## src/rtl/hexa7seg_pkg.sv

```systemverilog
// Shared types and 7-segment encoding for the N-player turn display.
// Segments are active-low in gfedcba order.
package hexa7seg_pkg;

  typedef enum logic [1:0] {DESLIGADO, MOSTRA, PISCA, VITORIA} estado_t;

  localparam logic [6:0] SEG_APAGADO = 7'b1111111;
  localparam logic [6:0] SEG_TRACO   = 7'b0111111;

  // idx is the 0-based player index; the display shows idx+1.
  function automatic logic [6:0] digito7seg(input logic [3:0] idx, input int n);
    logic [6:0] seg;
    if (int'(idx) >= n) begin
      seg = SEG_TRACO;
    end else begin
      case (idx)
        4'd0:    seg = 7'b1111001;
        4'd1:    seg = 7'b0100100;
        4'd2:    seg = 7'b0110000;
        4'd3:    seg = 7'b0011001;
        4'd4:    seg = 7'b0010010;
        4'd5:    seg = 7'b0000010;
        4'd6:    seg = 7'b1111000;
        4'd7:    seg = 7'b0000000;
        4'd8:    seg = 7'b0010000;
        default: seg = SEG_TRACO;
      endcase
    end
    return seg;
  endfunction

endpackage

```

## src/rtl/hexa7seg_jogador_n_pisca_timer.sv

```systemverilog
// Blink timer: DIV_PISCA cycles per phase; fase_o is the phase after the next edge.
// The period counter and fim_o exist only with HEXA7SEG_TROCA_PISCA_EN defined.
module pisca_timer #(
  parameter int DIV_PISCA  = 25000000,
  parameter int N_PISCADAS = 3
) (
  input  logic clock,
  input  logic reset,
  input  logic start_i,
  input  logic run_i,
  output logic fase_o
`ifdef HEXA7SEG_TROCA_PISCA_EN
  ,
  output logic fim_o
`endif
);

  localparam int CW = $clog2(DIV_PISCA + 1);
  localparam logic [CW-1:0] CNT_FIM = CW'(DIV_PISCA - 1);

  logic [CW-1:0] cnt_q, cnt_d;
  logic          fase_q, fase_d;
  logic          vira;

  assign vira = (cnt_q == CNT_FIM);

  // Counters clear whenever the timer is not running, so every entry starts fresh.
  always_comb begin
    cnt_d  = '0;
    fase_d = 1'b0;
    if (!start_i && run_i) begin
      if (vira) begin
        cnt_d  = '0;
        fase_d = ~fase_q;
      end else begin
        cnt_d  = cnt_q + 1'b1;
        fase_d = fase_q;
      end
    end
  end

  always_ff @(posedge clock or negedge reset) begin
    if (!reset) begin
      cnt_q  <= '0;
      fase_q <= 1'b0;
    end else begin
      cnt_q  <= cnt_d;
      fase_q <= fase_d;
    end
  end

  assign fase_o = fase_d;

`ifdef HEXA7SEG_TROCA_PISCA_EN
  localparam int PW = $clog2(N_PISCADAS + 1);
  localparam logic [PW-1:0] PER_FIM = PW'(N_PISCADAS);
  localparam logic [PW-1:0] PER_ULT = PW'(N_PISCADAS - 1);

  logic [PW-1:0] per_q, per_d;

  always_comb begin
    per_d = '0;
    if (!start_i && run_i) begin
      per_d = per_q;
      if (vira && fase_q && (per_q != PER_FIM)) per_d = per_q + 1'b1;
    end
  end

  always_ff @(posedge clock or negedge reset) begin
    if (!reset) per_q <= '0;
    else        per_q <= per_d;
  end

  // High in the cycle whose closing edge completes the last on phase.
  assign fim_o = vira && fase_q && (per_q == PER_ULT);
`endif

endmodule

```

## src/rtl/hexa7seg_jogador_n.sv

```systemverilog
// Registered 7-segment turn indicator for N players with turn-change and victory blinking.
// Turn-change blinking (PISCA state) is built only with HEXA7SEG_TROCA_PISCA_EN defined.
module hexa7seg_jogador_n
  import hexa7seg_pkg::*;
#(
  parameter int N_JOGADORES = 2,
  parameter int DIV_PISCA   = 25000000,
  parameter int N_PISCADAS  = 3,
  localparam int W = (N_JOGADORES > 2) ? $clog2(N_JOGADORES) : 1
) (
  input  logic         clock,
  input  logic         reset,
  input  logic         habilita,
  input  logic [W-1:0] jogador,
  input  logic         vencedor,
  output logic [6:0]   display,
  output logic         piscando
);

  estado_t      state_q, state_d;
  logic [W-1:0] jogador_q, jogador_d;
  logic [6:0]   display_q, display_d;
  logic         piscando_q, piscando_d;
  logic         carrega, start, run, fase, troca;
  logic [6:0]   digito;

`ifdef HEXA7SEG_TROCA_PISCA_EN
  logic fim;
`endif

  pisca_timer #(
    .DIV_PISCA (DIV_PISCA),
    .N_PISCADAS(N_PISCADAS)
  ) u_timer (
    .clock  (clock),
    .reset  (reset),
    .start_i(start),
    .run_i  (run),
    .fase_o (fase)
`ifdef HEXA7SEG_TROCA_PISCA_EN
    ,
    .fim_o  (fim)
`endif
  );

  assign troca = (jogador != jogador_q);

  always_comb begin
    state_d = state_q;
    carrega = 1'b0;
    start   = 1'b0;
    run     = 1'b0;
    if (!habilita) begin
      state_d = DESLIGADO;
    end else begin
      case (state_q)
        DESLIGADO: begin
          carrega = 1'b1;
          start   = 1'b1;
          state_d = vencedor ? VITORIA : MOSTRA;
        end
        MOSTRA: begin
          if (vencedor) begin
            state_d = VITORIA;
            carrega = 1'b1;
            start   = 1'b1;
          end else if (troca) begin
            carrega = 1'b1;
`ifdef HEXA7SEG_TROCA_PISCA_EN
            state_d = PISCA;
            start   = 1'b1;
`endif
          end
        end
`ifdef HEXA7SEG_TROCA_PISCA_EN
        PISCA: begin
          if (vencedor) begin
            state_d = VITORIA;
            carrega = 1'b1;
            start   = 1'b1;
          end else if (troca) begin
            carrega = 1'b1;
            start   = 1'b1;
          end else if (fim) begin
            state_d = MOSTRA;
          end else begin
            run = 1'b1;
          end
        end
`endif
        VITORIA: begin
          // The winner's index stays frozen until vencedor drops.
          if (!vencedor) begin
            state_d = MOSTRA;
            carrega = 1'b1;
          end else begin
            run = 1'b1;
          end
        end
        default: state_d = DESLIGADO;
      endcase
    end
  end

  // Output decode works on next-state values so the display lags its inputs by one edge only.
  always_comb begin
    jogador_d  = carrega ? jogador : jogador_q;
    digito     = digito7seg(4'(jogador_d), N_JOGADORES);
    display_d  = SEG_APAGADO;
    piscando_d = 1'b0;
    case (state_d)
      MOSTRA: display_d = digito;
      PISCA, VITORIA: begin
        display_d  = fase ? digito : SEG_APAGADO;
        piscando_d = 1'b1;
      end
      default: display_d = SEG_APAGADO;
    endcase
  end

  always_ff @(posedge clock or negedge reset) begin
    if (!reset) begin
      state_q    <= DESLIGADO;
      jogador_q  <= '0;
      display_q  <= SEG_APAGADO;
      piscando_q <= 1'b0;
    end else begin
      state_q    <= state_d;
      jogador_q  <= jogador_d;
      display_q  <= display_d;
      piscando_q <= piscando_d;
    end
  end

  assign display  = display_q;
  assign piscando = piscando_q;

endmodule

```

## config.mk

```make
export PLATFORM = sky130hd
export DESIGN_NAME = hexa7seg_jogador_n
export DESIGN_NICKNAME = d
export VERILOG_FILES = /design/src/rtl/hexa7seg_pkg.sv /design/src/rtl/hexa7seg_jogador_n_pisca_timer.sv /design/src/rtl/hexa7seg_jogador_n.sv
export SDC_FILE = /design/constraint.sdc
export NUM_CORES = 1
export LEC_CHECK = 0
export ABC_CLOCK_PERIOD_IN_PS = 4400
export CAP_MARGIN = 30
export CORE_AREA = 2 2 46 90
export CTS_BUF_LIST = sky130_fd_sc_hd__clkbuf_4
export CTS_CLUSTER_DIAMETER = 80
export DETAILED_ROUTE_END_ITERATION = 16
export DIE_AREA = 0 0 48 92
export SLEW_MARGIN = 10
export SYNTH_ARGS = -nofsm -noshare
export SYNTH_HDL_FRONTEND = slang
export SYNTH_SLANG_ARGS = --single-unit
```

## constraint.sdc

```tcl
create_clock -name clock -period 4.4 [get_ports clock]
set_input_delay 0.44 -clock clock [delete_from_list [all_inputs] [get_ports clock]]
set_output_delay 0.44 -clock clock [all_outputs]
set_load 0.005 [all_outputs]
```

Run 1, power grid:
Scale bar: 10 microns. Pins as bars on the die edge. Tap cells in grey.
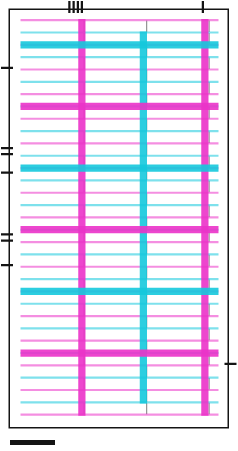
- VDD: cyan
- VSS: magenta
- signal pins: 13
- met4 straps: 3
- tap cells: 51
core footprint: 3800 sq um
worst IR drop on VDD: 0.000233 V
overall die height: 92 microns
overall die width: 48 microns

Run 1, cell classes on the final placement:
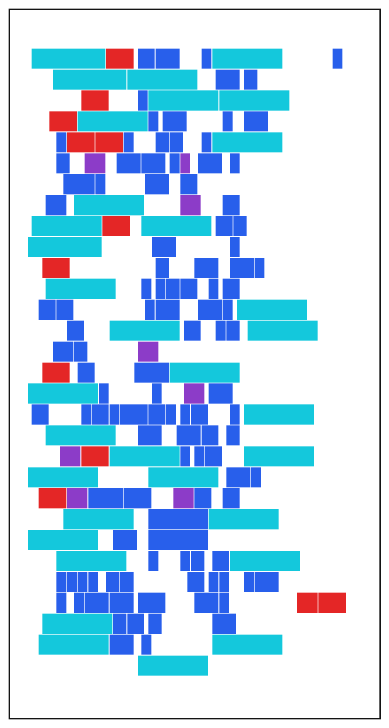
- flip-flops: cyan (cells 33)
- all other logic: blue (cells 113)
- clock drivers and dummy loads: purple (cells 8)
- other buffers and delay cells: red (cells 12)
Site Rows: 32
final standard cell area without fillers: 1770 sq um
Seq/total area: 46.8%
final core utilization: 46.6%

==> flow_summary.ini, run 1 <==
; generated from flow reports
[outcome]
outcome = finished, final reports clean

[floorplanning]
top_level_ports = 13
floorplan.core_util_pct = 42.3

[placement]
port_buffers = 11
detailed_place_hpwl_mm = 2.27
place_inst = 209
placement.cell_area_sq_um = 1720
pre_cts_ws_ns = 2.17

[setup_path]
regToRegStartpoint = u_timer.cnt_q[0]
cp_slowest_cell = sky130_fd_sc_hd__nand2b_1
critical_path_buf_inv_count = 0
start_kind = register
cp_cell_sequence = ha_1, nand3_2, nor4_2, nand2b_1, nor2_1
cp_data_required_time_ns = 4.58
endpoint_kind = register
timing.setup.critical_path_class = register to register
path_max_fanout = 25

[logic_synthesis]
top_post_synthesis_cells_by_area = sky130_fd_sc_hd__dfrtp_1 (47%), sky130_fd_sc_hd__xor2_1 (9.3%), sky130_fd_sc_hd__nor2_1 (6.8%)
netlist_instances = 154
yosys-mux-area-fraction_pct = 1.32
yosys.area_share.aoi_pct = 1.56
synth.top_cell.area_share_pct = 46.7
top_cell = sky130_fd_sc_hd__dfrtp_1
synthAdderAreaFrac_pct = 0.778
yosysTopAreaCell = sky130_fd_sc_hd__dfrtp_1
edf_count = 0
post_synth_most_frequent_cells = sky130_fd_sc_hd__dfrtp_1 (30), sky130_fd_sc_hd__nor2_1 (29), sky130_fd_sc_hd__xor2_1 (17)
synth.cellmix.simpleShare_pct = 26.4
yosys_cell_count = 154
synth_xor_xnor_area_share_pct = 12.5
avgSynthCellArea_sq_um = 10.4
ys.flop_type = sky130_fd_sc_hd__dfrtp_1
post_synth_instance_area_sq_um = 1610
ys_warn_count = 0
chip_area_line_of_the_yosys_report_sq_um = 1610

[sta]
clock-skew-final_ns = 0.00789
hold_slack_ns = 0.507
timing.max_slew.rel_slack_pct = 38.8
final.setup.worst_slack_ns = 2.19
setup_violations = 0
setup_repair_after_global_routing_missed_its_margin = false
period_used_pct = 50.2
final-max-slew-violation-count = 0
timing.fmax_ghz = 0.453

[power_and_ir_drop]
fin_total_pwr_uw = 508
pwr_density_cell_nw_per_um2 = 287
seq_power_share_pct = 61.2
p_leak_uw = 0.000758
intPower_uw = 396
comb_power_uw = 26.6
swShare_pct = 22.0
seq-power_uw = 311
p_switching_uw = 112

[clocking]
htree_levels = 2
tritoncts.num_buffers = 5
clockRootBuffer = sky130_fd_sc_hd__clkbuf_4
ctsResizeCount = 0
number_of_sinks_on_the_clock_net = 33
cts_tree = built
clkTransAtPathRegs_ns = 0.10
cts.repair_timing.setup_buffer_count = 0
clock_latency_ns = 0.33

[detailed_routing]
met2_wire_len_mm = 1.73
met1Wirelength_mm = 1.08
routed_wl_mm = 3.02
drcViolationCount = 0
drt-wirelength-per-cell_microns = 13.9
dr.pass1.iters = 4
dr.first_iter.drc_count = 16
postRouteAntennaNets = 0
wl_met3_microns = 113

[layout]
syn2layout_area_growth_pct = 10.1
finalNetCount = 171
layout-drive-gt1-share_pct = 10.8
antenna-diode-count = 0

[run]
stage_log_warnings = 26

[global_route]
grt_use_total_pct = 17.0
grt.met1_usage_pct = 18.9
grt_max_degree = 34
globalRouteMet3Util_pct = 4.72
use_met2_pct = 27.7
global_route_wire_length_before_repair_mm = 5.33
global_route.peak_usage_layer = met2
grt_pass1_vias = 1177

[hold_path]
min-delay-path-class = primary input to asynchronous set/reset pin
Run 1, routed clock nets over the placement:
Scale bar: 10 microns.
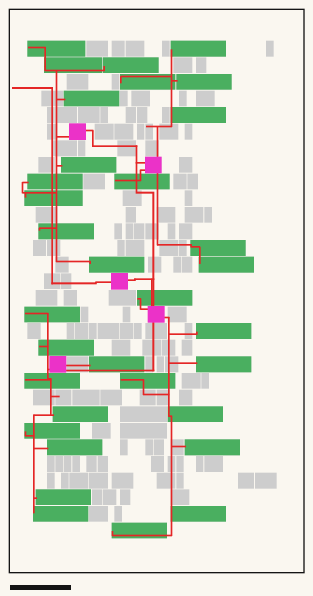
- flip-flops: green (count 33)
- clock wires: red (length 400 microns)
- cells driving clock nets: magenta (count 5)
- routed clock nets: 6

Run 1, wiring by layer:
Scale bar: 10 microns. Only two layers are drawn.
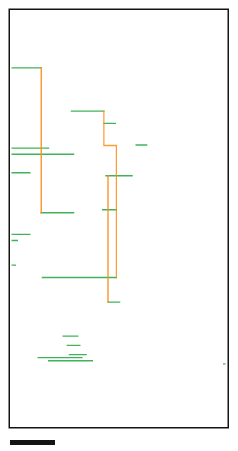
- met3: green (wire length 113 microns)
- met4: orange (wire length 99.3 microns)

-- run 1: worst reg2reg max path, cell delays in order, from the launching register on --
cell and delay (ns):
sky130_fd_sc_hd__dfrtp_1 0.43, sky130_fd_sc_hd__ha_1 0.27, sky130_fd_sc_hd__nand3_2 0.12, sky130_fd_sc_hd__nor4_2 0.34, sky130_fd_sc_hd__nand2b_1 0.76, sky130_fd_sc_hd__nor2_1 0.14
-- run 1: cells in the final DEF, fill, tap and decap left out, types with 6 or more instances in the layout --
master,Yosys,routed
sky130_fd_sc_hd__nand2_1,8,8
sky130_fd_sc_hd__xor2_1,17,17
sky130_fd_sc_hd__nand4_1,6,6
sky130_fd_sc_hd__xnor2_1,6,6
sky130_fd_sc_hd__and3_1,7,7
sky130_fd_sc_hd__clkbuf_4,0,7
sky130_fd_sc_hd__nor2_1,29,29
sky130_fd_sc_hd__nand3_1,12,12
sky130_fd_sc_hd__clkdlybuf4s50_1,0,11
sky130_fd_sc_hd__dfrtp_1,30,30
-- run 1: layout make-up --
class	count	area, sq um
Inverter	4	15.0
Timing Repair Buffer	12	118
Tap cell	51	63.8
Clock inverter	1	3.75
Multi-Input combinational cell	109	689
Clock buffer	7	52.6
Fill cell	364	2030
Sequential cell	33	830
-- run 1: worst paths after layout --
check	to	slack [ns]	cells past startpoint
max	u_timer.cnt_q[14]	2.19	5
min	u_timer.cnt_q[11]	0.51	2
max reg2reg	u_timer.cnt_q[14]	2.19	5
min reg2reg	jogador_q	0.52	1
max in group asynchronous	display[1]	3.55	2
min in group clock	jogador_q	0.52	1
-- run 1: sequential cells by signal, summed over array words and instances, names as in the netlist --
signal,flops
state_q,2
jogador_q,1
u_timer.fase_q,1
u_timer.cnt_q,25
display,3
piscando,1
==> run 2: changes to the inputs <==
Settings changed: ABC_CLOCK_PERIOD_IN_PS 4400 to 1800.
Clock period 4.4 ns to 1.8 ns, I/O delays scaled along.
Run 2, cell classes on the final placement:
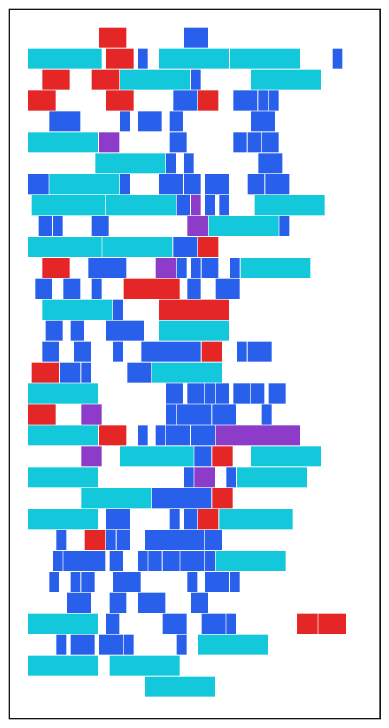
- all other logic: blue (cells 113)
- clock drivers and dummy loads: purple (cells 8)
- flip-flops: cyan (cells 33)
- other buffers and delay cells: red (cells 21)
final core utilization: 50.6%
final standard cell area without fillers: 1920 sq um
Seq/total area: 43.3%

Run 2, routed clock nets over the placement:
Scale bar: 10 microns.
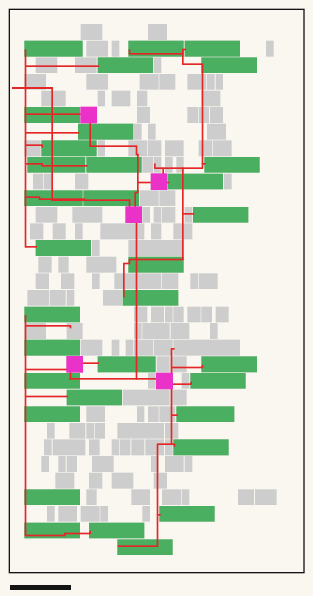
Clock Skew: 0.00816 ns
clock network fraction of design power: 39.8%
Clk Latency, worst-skew pair: 0.33 ns
clock distribution power: 547 uW

==> flow_summary.ini, run 2 <==
; generated from flow reports
[power_and_ir_drop]
worst_ir_drop_on_vdd_v = 0.000662
fin_total_pwr_uw = 1380
pwr_density_cell_nw_per_um2 = 715
p_leak_uw = 0.000845

[clocking]
cts-root-to-sink-buffers = 2
number_of_sinks_on_the_clock_net = 33
cts_tree = built
tritoncts.num_buffers = 5
clockRootBuffer = sky130_fd_sc_hd__clkbuf_4
clkTransAtPathRegs_ns = 0.10

[detailed_routing]
postRouteAntennaNets = 0
drt-wirelength-per-cell_microns = 13.8
routed_wl_mm = 3.12
dr.first_iter.drc_count = 19

[logic_synthesis]
post_synth_instance_area_sq_um = 1610
yosys-mux-area-fraction_pct = 1.32
ys_warn_count = 0
synth.top_cell.area_share_pct = 46.7
yosys_cell_count = 154
yosysTopAreaCell = sky130_fd_sc_hd__dfrtp_1
chip_area_line_of_the_yosys_report_sq_um = 1610
synth_xor_xnor_area_share_pct = 12.5
edf_count = 0
ys.flop_type = sky130_fd_sc_hd__dfrtp_1
post_synth_most_frequent_cells = sky130_fd_sc_hd__dfrtp_1 (30), sky130_fd_sc_hd__nor2_1 (29), sky130_fd_sc_hd__xor2_1 (17)
avgSynthCellArea_sq_um = 10.4
yosys.area_share.aoi_pct = 1.56
synth.cellmix.simpleShare_pct = 26.4

[setup_path]
start_kind = register
cp_data_required_time_ns = 2.02
endpoint_kind = register
regToRegStartpoint = u_timer.cnt_q[2]
cp_cell_sequence = and3_1, nand3_2, nor4_4, nand2b_4, clkbuf_16, nor2_1
cp_slowest_cell = sky130_fd_sc_hd__dfrtp_1

[sta]
final.setup.worst_slack_ns = 0.118
timing.fmax_ghz = 0.595
setup_violations = 0
final-max-slew-violation-count = 0
hold_slack_ns = 0.253

[placement]
port_buffers = 11
pre_cts_ws_ns = 0.0572
detailed_place_hpwl_mm = 2.19
place_inst = 211

[layout]
final_common_cell = sky130_fd_sc_hd__nor2_1
mostFrequentLayoutCells = sky130_fd_sc_hd__nor2_1 (29), sky130_fd_sc_hd__dfrtp_1 (28), sky130_fd_sc_hd__xor2_1 (17), sky130_fd_sc_hd__nand3_1 (12), sky130_fd_sc_hd__clkdlybuf4s50_1 (11)
finalNetCount = 180
antenna-diode-count = 0
fill_cells = 364
largest_register_ff_count = 25
top_register = u_timer.cnt_q
syn2layout_area_growth_pct = 19.5

[floorplanning]
core_footprint_sq_um = 3800
floorplan.core_util_pct = 42.3
top_level_ports = 13

[global_route]
grt_pass1_vias = 1178
grt_max_degree = 34
grt_use_total_pct = 16.9

[run]
stage_log_warnings = 26

[outcome]
outcome = finished, final reports clean
-- run 2: netlist changes by cell type in the layout (fill, tap and decap cells not counted), sizes merged --
cell	before	now
bufinv	0	1
buf	1	9
-- run 2: critical path, delay by kind of cell, from the launching register on --
family | cells | cell delay (ns)
buffers and inverters | 1 | 0.16
AND/OR/NAND/NOR | 5 | 0.98
flip-flops | 1 | 0.44
-- run 2: where the power goes --
group          internal [uW]  switching [uW]  leakage (uW)
Combinational           35.9            33.4      0.000360
Clock                    304             243     0.0000433
Sequential               755            4.60      0.000441
-- run 2: final timing paths --
check | endpoint | slack, ns | cells after the start
hold reg to reg | jogador_q | 0.53 | 1
hold / removal | u_timer.cnt_q[9] | 0.25 | 2
setup reg to reg | u_timer.cnt_q[7] | 0.12 | 6
max in group asynchronous | display[1] | 1.22 | 2
min in group clock | jogador_q | 0.49 | 2
setup / recovery | u_timer.cnt_q[7] | 0.12 | 6
-- run 2: cell type report --
| class | instances | area (sq um) | share of cell area (%) |
|---|---|---|---|
| well taps | 51 | 63.8 | 3.32 |
| multi-input cells | 109 | 718 | 37.3 |
| clock inverters | 2 | 33.8 | 1.76 |
| repair buffers | 21 | 215 | 11.2 |
| clock buffers | 6 | 45.0 | 2.34 |
| inverters | 4 | 15.0 | 0.781 |
| flip-flops and latches | 33 | 832 | 43.3 |
-- run 2: per-layer routing --
metal | vias to the layer above | track usage [%] | part of all wire [%]
met5 | - | 0 | 0
met4 | 0 | 6.76 | 1.4
met3 | 4 | 4.72 | 2.6
met2 | 17 | 28.8 | 59
met1 | 544 | 18.2 | 37
li1 | 544 | - | -
-- run 2: repair_timing --
action | 4_1_cts | 5_1_grt
setup buffers | 0 | 6
setup endpoints to repair | 0 | 28
hold buffers | 0 | 0
gates resized | 0 | 7
Power figures rest on the tool's default switching activity, not on a simulated workload.
